<file path="config.mk">
export PLATFORM = sky130hd
export DESIGN_NAME = sm3_pad_stream_flat
export DESIGN_NICKNAME = d
export VERILOG_FILES = /design/src/rtl/sm3_pad_stream_if.sv /design/src/rtl/sm3_pad_stream.sv /design/src/flat_wrapper.sv
export SDC_FILE = /design/constraint.sdc
export NUM_CORES = 1
export LEC_CHECK = 0
export CORE_MARGIN = 8
export CORE_UTILIZATION = 56
export CTS_CLUSTER_DIAMETER = 30
export CTS_CLUSTER_SIZE = 12
export DETAILED_ROUTE_END_ITERATION = 12
export PLACE_DENSITY_LB_ADDON = 0.2
export SYNTH_ARGS = -nofsm -noshare
export SYNTH_HDL_FRONTEND = slang
export SYNTH_SLANG_ARGS = --single-unit
</file>
<file path="constraint.sdc">
create_clock -name clk -period 7.2 [get_ports clk]
set_input_delay 1.08 -clock clk [delete_from_list [all_inputs] [get_ports clk]]
set_output_delay 1.08 -clock clk [all_outputs]
set_load 0.02 [all_outputs]
</file>
<file path="src/rtl/sm3_pad_stream_if.sv">
// rtl/sm3_pad_stream_if.sv - message-in / padded-beat-out bus for the SM3 padder
interface sm3_pad_stream_if #(
  parameter int INPT_DW = 64
) ();
  localparam int BYTE_N = INPT_DW / 8;

  logic [INPT_DW-1:0] msg_d_i;
  logic [BYTE_N-1:0]  msg_byte_en_i;
  logic               msg_vld_i;
  logic               msg_lst_i;
  logic               msg_rdy_o;
  logic [INPT_DW-1:0] pad_d_o;
  logic               pad_vld_o;
  logic               pad_rdy_i;
  logic               pad_blk_lst_o;
  logic               pad_msg_lst_o;
  logic               pad_err_o;

  modport master (
    output msg_d_i, msg_byte_en_i, msg_vld_i, msg_lst_i, pad_rdy_i,
    input  msg_rdy_o, pad_d_o, pad_vld_o, pad_blk_lst_o, pad_msg_lst_o, pad_err_o
  );

  modport slave (
    input  msg_d_i, msg_byte_en_i, msg_vld_i, msg_lst_i, pad_rdy_i,
    output msg_rdy_o, pad_d_o, pad_vld_o, pad_blk_lst_o, pad_msg_lst_o, pad_err_o
  );
endinterface

</file>
<file path="src/rtl/sm3_pad_stream.sv">
// rtl/sm3_pad_stream.sv - byte-exact SM3 message padder with output back-pressure
module sm3_pad_stream #(
  parameter int INPT_DW = 64,
  parameter int LEN_W   = 64
) (
  input  logic            clk,
  input  logic            rst_n,
  sm3_pad_stream_if.slave bus
);
  localparam int BYTE_N   = INPT_DW / 8;
  localparam int BEAT_BLK = 512 / INPT_DW;
  localparam int IDX_W    = $clog2(BEAT_BLK);
  localparam int CNT_W    = LEN_W - 3;
  localparam int K_W      = $clog2(BYTE_N + 1);
  localparam logic [IDX_W-1:0] LAST_IDX = IDX_W'(BEAT_BLK - 1);
  // First beat carrying the length: 32-bit needs two beats, wider widths need one
  localparam logic [IDX_W-1:0] LEN_IDX  = (INPT_DW == 32) ? IDX_W'(BEAT_BLK - 2) : LAST_IDX;

  typedef enum logic [2:0] {S_IDLE, S_PASS, S_MARK, S_FILL, S_LEN} state_t;

  state_t             r_state, w_state_n, w_after_mark;
  logic [CNT_W-1:0]   r_cnt, w_cnt_n, w_cnt_acc;
  logic [IDX_W-1:0]   r_idx, w_idx_n, w_idx_inc;
  logic [INPT_DW-1:0] r_pad_d, w_pad_d_n, w_marked;
  logic               r_pad_vld, r_blk_lst, r_msg_lst, r_err;
  logic               w_adv, w_rdy, w_accept, w_emit, w_done, w_err_n, w_fold_ok;
  logic [K_W-1:0]     w_k;
  logic [BYTE_N-1:0]  w_exp_en;
  logic               w_illegal;
  logic [LEN_W-1:0]   w_len_cur, w_len_acc;
  logic [63:0]        w_len64_cur, w_len64_acc;

  assign w_adv     = ~r_pad_vld | bus.pad_rdy_i;
  assign w_rdy     = rst_n & w_adv & ((r_state == S_IDLE) | (r_state == S_PASS));
  assign w_accept  = w_rdy & bus.msg_vld_i;
  assign w_idx_inc = (r_idx == LAST_IDX) ? '0 : r_idx + IDX_W'(1);

  always_comb begin
    w_k = '0;
    for (int b = 0; b < BYTE_N; b++) begin
      w_k = w_k + K_W'(bus.msg_byte_en_i[b]);
    end
  end

  assign w_exp_en  = ~({BYTE_N{1'b1}} >> w_k);
  assign w_illegal = (bus.msg_byte_en_i != w_exp_en) |
                     (~bus.msg_lst_i & (w_k != K_W'(BYTE_N)));

  // Last partial beat: keep the k valid bytes, put the marker at byte k, zero the rest
  always_comb begin
    w_marked = '0;
    for (int b = 0; b < BYTE_N; b++) begin
      if (b < int'(w_k)) begin
        w_marked[INPT_DW-1-8*b -: 8] = bus.msg_d_i[INPT_DW-1-8*b -: 8];
      end else if (b == int'(w_k)) begin
        w_marked[INPT_DW-1-8*b -: 8] = 8'h80;
      end
    end
  end

  assign w_cnt_acc   = r_cnt + CNT_W'(w_k);
  assign w_len_cur   = {r_cnt, 3'b000};
  assign w_len_acc   = {w_cnt_acc, 3'b000};
  assign w_len64_cur = 64'(w_len_cur);
  assign w_len64_acc = 64'(w_len_acc);

  // A 128-bit marker beat in the last slot of a block can also carry the length
  assign w_fold_ok    = (INPT_DW == 128) && (r_idx == LAST_IDX);
  assign w_after_mark = (w_idx_inc == LEN_IDX) ? S_LEN : S_FILL;

  always_comb begin
    w_state_n = r_state;
    w_cnt_n   = r_cnt;
    w_idx_n   = r_idx;
    w_emit    = 1'b0;
    w_done    = 1'b0;
    w_err_n   = 1'b0;
    w_pad_d_n = '0;
    case (r_state)
      S_IDLE, S_PASS: begin
        if (w_accept) begin
          w_emit    = 1'b1;
          w_cnt_n   = w_cnt_acc;
          w_err_n   = w_illegal;
          w_state_n = S_PASS;
          w_pad_d_n = bus.msg_d_i;
          if (bus.msg_lst_i) begin
            if (w_k == K_W'(BYTE_N)) begin
              w_state_n = S_MARK;
            end else if (w_fold_ok && (int'(w_k) <= BYTE_N - 9)) begin
              w_pad_d_n = w_marked | INPT_DW'(w_len64_acc);
              w_done    = 1'b1;
            end else begin
              w_pad_d_n = w_marked;
              w_state_n = w_after_mark;
            end
          end
        end
      end
      S_MARK: begin
        if (w_adv) begin
          w_emit = 1'b1;
          if (w_fold_ok) begin
            w_pad_d_n = {8'h80, {(INPT_DW-8){1'b0}}} | INPT_DW'(w_len64_cur);
            w_done    = 1'b1;
          end else begin
            w_pad_d_n = {8'h80, {(INPT_DW-8){1'b0}}};
            w_state_n = w_after_mark;
          end
        end
      end
      S_FILL: begin
        if (w_adv) begin
          w_emit    = 1'b1;
          w_state_n = w_after_mark;
        end
      end
      S_LEN: begin
        if (w_adv) begin
          w_emit = 1'b1;
          if ((INPT_DW == 32) && (r_idx != LAST_IDX)) begin
            w_pad_d_n = INPT_DW'(w_len64_cur[63:32]);
          end else begin
            w_pad_d_n = INPT_DW'(w_len64_cur);
            w_done    = 1'b1;
          end
        end
      end
      default: w_state_n = S_IDLE;
    endcase
    if (w_emit) begin
      w_idx_n = w_idx_inc;
    end
    if (w_done) begin
      w_state_n = S_IDLE;
      w_cnt_n   = '0;
      w_idx_n   = '0;
    end
  end

  always_ff @(posedge clk or negedge rst_n) begin
    if (!rst_n) begin
      r_state <= S_IDLE;
    end else begin
      r_state <= w_state_n;
    end
  end

  always_ff @(posedge clk or negedge rst_n) begin
    if (!rst_n) begin
      r_cnt     <= '0;
      r_idx     <= '0;
      r_pad_d   <= '0;
      r_pad_vld <= 1'b0;
      r_blk_lst <= 1'b0;
      r_msg_lst <= 1'b0;
      r_err     <= 1'b0;
    end else begin
      r_cnt <= w_cnt_n;
      r_idx <= w_idx_n;
      r_err <= w_err_n;
      if (w_adv) begin
        r_pad_vld <= w_emit;
        r_pad_d   <= w_pad_d_n;
        r_blk_lst <= w_emit & (r_idx == LAST_IDX);
        r_msg_lst <= w_done;
      end
    end
  end

  assign bus.msg_rdy_o     = w_rdy;
  assign bus.pad_d_o       = r_pad_d;
  assign bus.pad_vld_o     = r_pad_vld;
  assign bus.pad_blk_lst_o = r_blk_lst;
  assign bus.pad_msg_lst_o = r_msg_lst;
  assign bus.pad_err_o     = r_err;
endmodule

</file>
<file path="src/flat_wrapper.sv">
// flat-port wrapper written by rule: the top's interface ports become plain ports
module sm3_pad_stream_flat 
#(
  parameter int INPT_DW = 64,
  parameter int LEN_W   = 64
)
  (clk, rst_n, bus_msg_d_i, bus_msg_byte_en_i, bus_msg_vld_i, bus_msg_lst_i, bus_pad_rdy_i, bus_msg_rdy_o, bus_pad_d_o, bus_pad_vld_o, bus_pad_blk_lst_o, bus_pad_msg_lst_o, bus_pad_err_o);
  sm3_pad_stream_if #(.INPT_DW(INPT_DW)) bus_i ();
  input  logic clk;
  input  logic rst_n;
  input wire logic [$bits(bus_i.msg_d_i)-1:0] bus_msg_d_i;
  input wire logic [$bits(bus_i.msg_byte_en_i)-1:0] bus_msg_byte_en_i;
  input wire logic [$bits(bus_i.msg_vld_i)-1:0] bus_msg_vld_i;
  input wire logic [$bits(bus_i.msg_lst_i)-1:0] bus_msg_lst_i;
  input wire logic [$bits(bus_i.pad_rdy_i)-1:0] bus_pad_rdy_i;
  output wire logic [$bits(bus_i.msg_rdy_o)-1:0] bus_msg_rdy_o;
  output wire logic [$bits(bus_i.pad_d_o)-1:0] bus_pad_d_o;
  output wire logic [$bits(bus_i.pad_vld_o)-1:0] bus_pad_vld_o;
  output wire logic [$bits(bus_i.pad_blk_lst_o)-1:0] bus_pad_blk_lst_o;
  output wire logic [$bits(bus_i.pad_msg_lst_o)-1:0] bus_pad_msg_lst_o;
  output wire logic [$bits(bus_i.pad_err_o)-1:0] bus_pad_err_o;
  assign bus_i.msg_d_i = bus_msg_d_i;
  assign bus_i.msg_byte_en_i = bus_msg_byte_en_i;
  assign bus_i.msg_vld_i = bus_msg_vld_i;
  assign bus_i.msg_lst_i = bus_msg_lst_i;
  assign bus_i.pad_rdy_i = bus_pad_rdy_i;
  assign bus_msg_rdy_o = bus_i.msg_rdy_o;
  assign bus_pad_d_o = bus_i.pad_d_o;
  assign bus_pad_vld_o = bus_i.pad_vld_o;
  assign bus_pad_blk_lst_o = bus_i.pad_blk_lst_o;
  assign bus_pad_msg_lst_o = bus_i.pad_msg_lst_o;
  assign bus_pad_err_o = bus_i.pad_err_o;
  sm3_pad_stream #(.INPT_DW(INPT_DW), .LEN_W(LEN_W)) u_core (.clk(clk), .rst_n(rst_n), .bus(bus_i));
endmodule
</file>
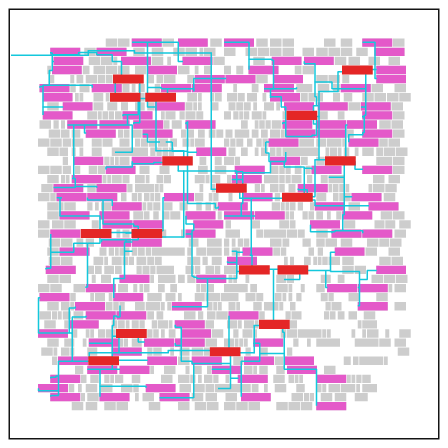
**Above:** clock distribution.
Key: cells driving clock nets = red [count 17]; flip-flops = magenta [count 135]; clock wires = cyan [length 1730 um]
There are 18 routed clock nets. Position of the flops: widely spread.
Fin Clk Skew: 0.00629 ns
clock power share: 0.360
Power Clock: 891 uW
worst skew pair latency: 0.42 ns

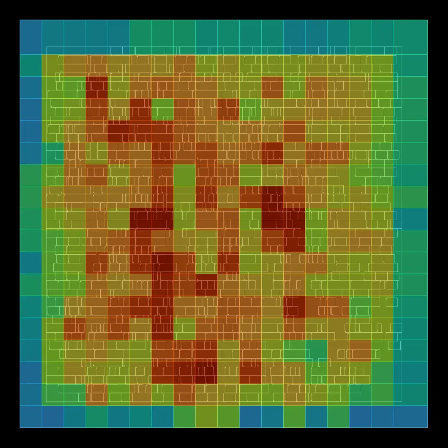
**Above:** routing congestion.
met3 Use GR: 0.0670
met2 usage: 0.413
All-Layer GR Usage: 0.258

==> results_dict.tcl <==
# implementation run metrics
set metrics [dict create \
    r2r_cells 7 \
    ctsRootBufferMaster "clkbuf_16" \
    cp-end-kind "flop" \
    antenna_found_initial 0 \
    synth_seq_share 0.480 \
    finalClockPeriodUsage 0.852 \
    rsz0062_at_grt "no" \
    crit_chain "clkdlybuf4s50_1 -> ha_1 -> inv_1 -> fa_1 -> fa_1 -> fa_1 -> fa_1 -> xor2_1 -> inv_1 -> ha_1 -> nor2b_1 -> o211ai_1 -> a2111oi_4 -> buf_4 -> nand3_2 -> or4_1 -> o21ai_1" \
    setup_viol 0 \
    max_stage_delay_ns 0.50 \
    synth_cell_types 57 \
    netlist_area_mm2 0.00704 \
    slowest_stage "clkdlybuf4s50_1" \
    firstDrtPassIters 5 \
    ys.flop_type "dfrtp_1" \
    crit_family "adder cells" \
    yosys.area.top_type_share 0.480 \
    path_clk_slew_ns 0.06 \
    holdWs_ns 0.479 \
    postCtsSetupRepairBufs 0 \
    io_buffer_count 145 \
    coreArea_mm2 0.0125 \
    p_leak_nw 4.13 \
    clock-sinks 135 \
    path_max_fanout 15 \
    place.gp.congestion 0.844 \
    startpoint_type "primary input" \
    fin_crit_ns 6.14 \
    drc 0 \
    arrival_ns 6.48 \
    path_depth 17 \
    max_slew_margin 0.278 \
    final_cell_mix "144 x clkdlybuf4s50_1, 135 x dfrtp_1, 69 x nor2_1" \
    drive_above_1_share 0.0650 \
    power.density_mw_per_mm2 269 \
    mostFrequentLayoutCell "clkdlybuf4s50_1" \
    design_area_mm2 0.00920 \
    cts_resized 0 \
    cap_violations 0 \
    grt_max_degree 87 \
    rr_startpoint "u_core.bus.pad_vld_o" \
    dpl_cell_area_mm2 0.00859 \
    synth.largest_area_cell "dfrtp_1" \
    final_util 0.738 \
    crit_start "bus_msg_byte_en_i[0]" \
    status "complete, no violations" \
]
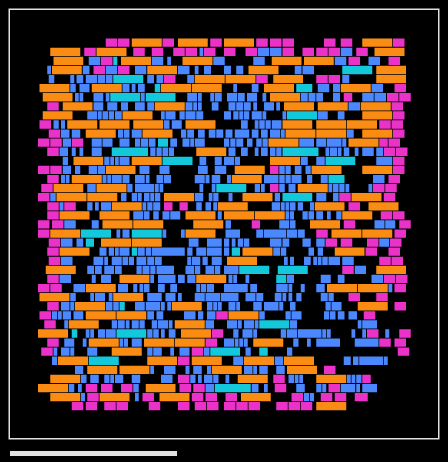
**Above:** placement by cell class.
Scale bar: 50 um.
Key: other buffers and delay cells = magenta [cells 153]; clock drivers and dummy loads = cyan [cells 32]; all other logic = blue [cells 542]; flip-flops = orange [cells 135]
flop share of the area: 0.367
row count: 41

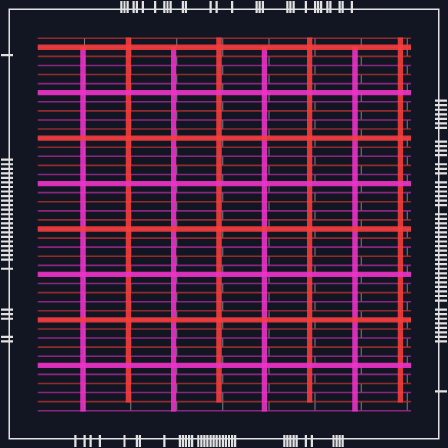
**Above:** power grid.
Pins as bars on the die edge. Tap cells in grey.
Key: VDD = red; VSS = magenta
146 signal pins sit on the boundary. 8 straps on met4. 8 straps on met5.
Die W: 128 um
Die Y: 128 um

layer usage:
layer / up-vias / wire, um / GRT usage
met4: 0 / 314 / 0.0909
met2: 230 / 9780 / 0.413
met3: 35 / 1270 / 0.0670
li1: 2865 / - / -
met1: 3061 / 8980 / 0.333
met5: - / 0 / 0
cells in the mapped netlist, types with 2 or more instances:
cell	number
a211oi_1	2
and2_1	10
o211ai_1	3
buf_4	2
a221o_1	33
nor2b_1	4
dfrtp_1	135
xor2_1	34
nand4_2	2
xnor2_1	22
a21oi_1	20
a21o_1	2
a2111oi_2	2
nor3_1	12
buf_2	8
ha_1	10
o21ai_1	2
a31oi_1	3
nand2b_1	3
o21ai_0	40
nand3_1	46
nand3b_1	2
a22oi_1	23
nor4_1	5
inv_1	22
buf_1	3
nand4_1	17
o22ai_1	2
fa_1	5
nor2_1	69
and3_1	53
clkbuf_1	29
nand3_2	2
a22o_1	8
o21a_1	2
and4_1	5
nand2_1	54
or3_1	6
sequential cells by signal (all words and copies together), names as in the netlist:
name                      flops
u_core.bus.pad_blk_lst_o      1
u_core.bus.pad_d_o           64
u_core.bus.pad_err_o          1
u_core.bus.pad_msg_lst_o      1
u_core.bus.pad_vld_o          1
u_core.r_cnt                 61
u_core.r_idx                  3
u_core.r_state                3
worst min-delay path: cells and delay by family (launching register included):
family,cells,cell delay (ns)
compound gates,1,0.06
flops,1,0.34
simple gates,1,0.04
power breakdown:
part           switching (mW)  total [mW]  internal [mW]
Sequential             0.0713       0.909          0.837
Clock                   0.329       0.891          0.561
Combinational           0.401       0.678          0.277
Total                   0.801        2.48           1.68
layout make-up:
class	count	area (um^2)
Multi-Input combinational cell	520	3400
Sequential cell	135	3380
Fill cell	907	3270
Timing Repair Buffer	153	1510
Clock buffer	20	457
Tap cell	172	215
Clock inverter	12	150
Inverter	22	82.6
metrics by stage:
step / worst slack (ns) / std cells
2_1_floorplan: 1.66 / 721
3_3_place_gp: 0.842 / 1002
4_1_cts: 1.11 / 1034
6_report: 1.06 / 1034
5_1_grt: 0.797 / 1034
3_5_place_dp: 0.719 / 1002
logic make-up (layout without fill, tap and decap cells):
kind of cell | count (synthesis) | after routing | share of synthesized area
adders and majority gates | 15 | 15 | 0.0320
muxes | 1 | 1 | 0.00142
DFF | 135 | 135 | 0.480
and+or+nand+nor | 297 | 297 | 0.219
buffers and inverters | 66 | 207 | 0.0389
AOI/OAI and AO/OA | 151 | 151 | 0.159
xor gates and xnor gates | 56 | 56 | 0.0697
worst min path at each step:
stage	from	end	slack [ns]	cells past startpoint
detailed placement	u_core.bus.pad_d_o[11]	u_core.bus.pad_d_o[11]	0.47	2
floorplan	u_core.r_idx[1]	u_core.r_idx[1]	0.47	1
CTS	u_core.bus.pad_d_o[11]	u_core.bus.pad_d_o[11]	0.48	2
global route	u_core.bus.pad_d_o[11]	u_core.bus.pad_d_o[11]	0.50	2
finish	u_core.bus.pad_d_o[11]	u_core.bus.pad_d_o[11]	0.48	2
global placement	u_core.bus.pad_msg_lst_o	u_core.bus.pad_msg_lst_o	0.46	2
No activity file was given, so power comes from the tool's default toggle rates.
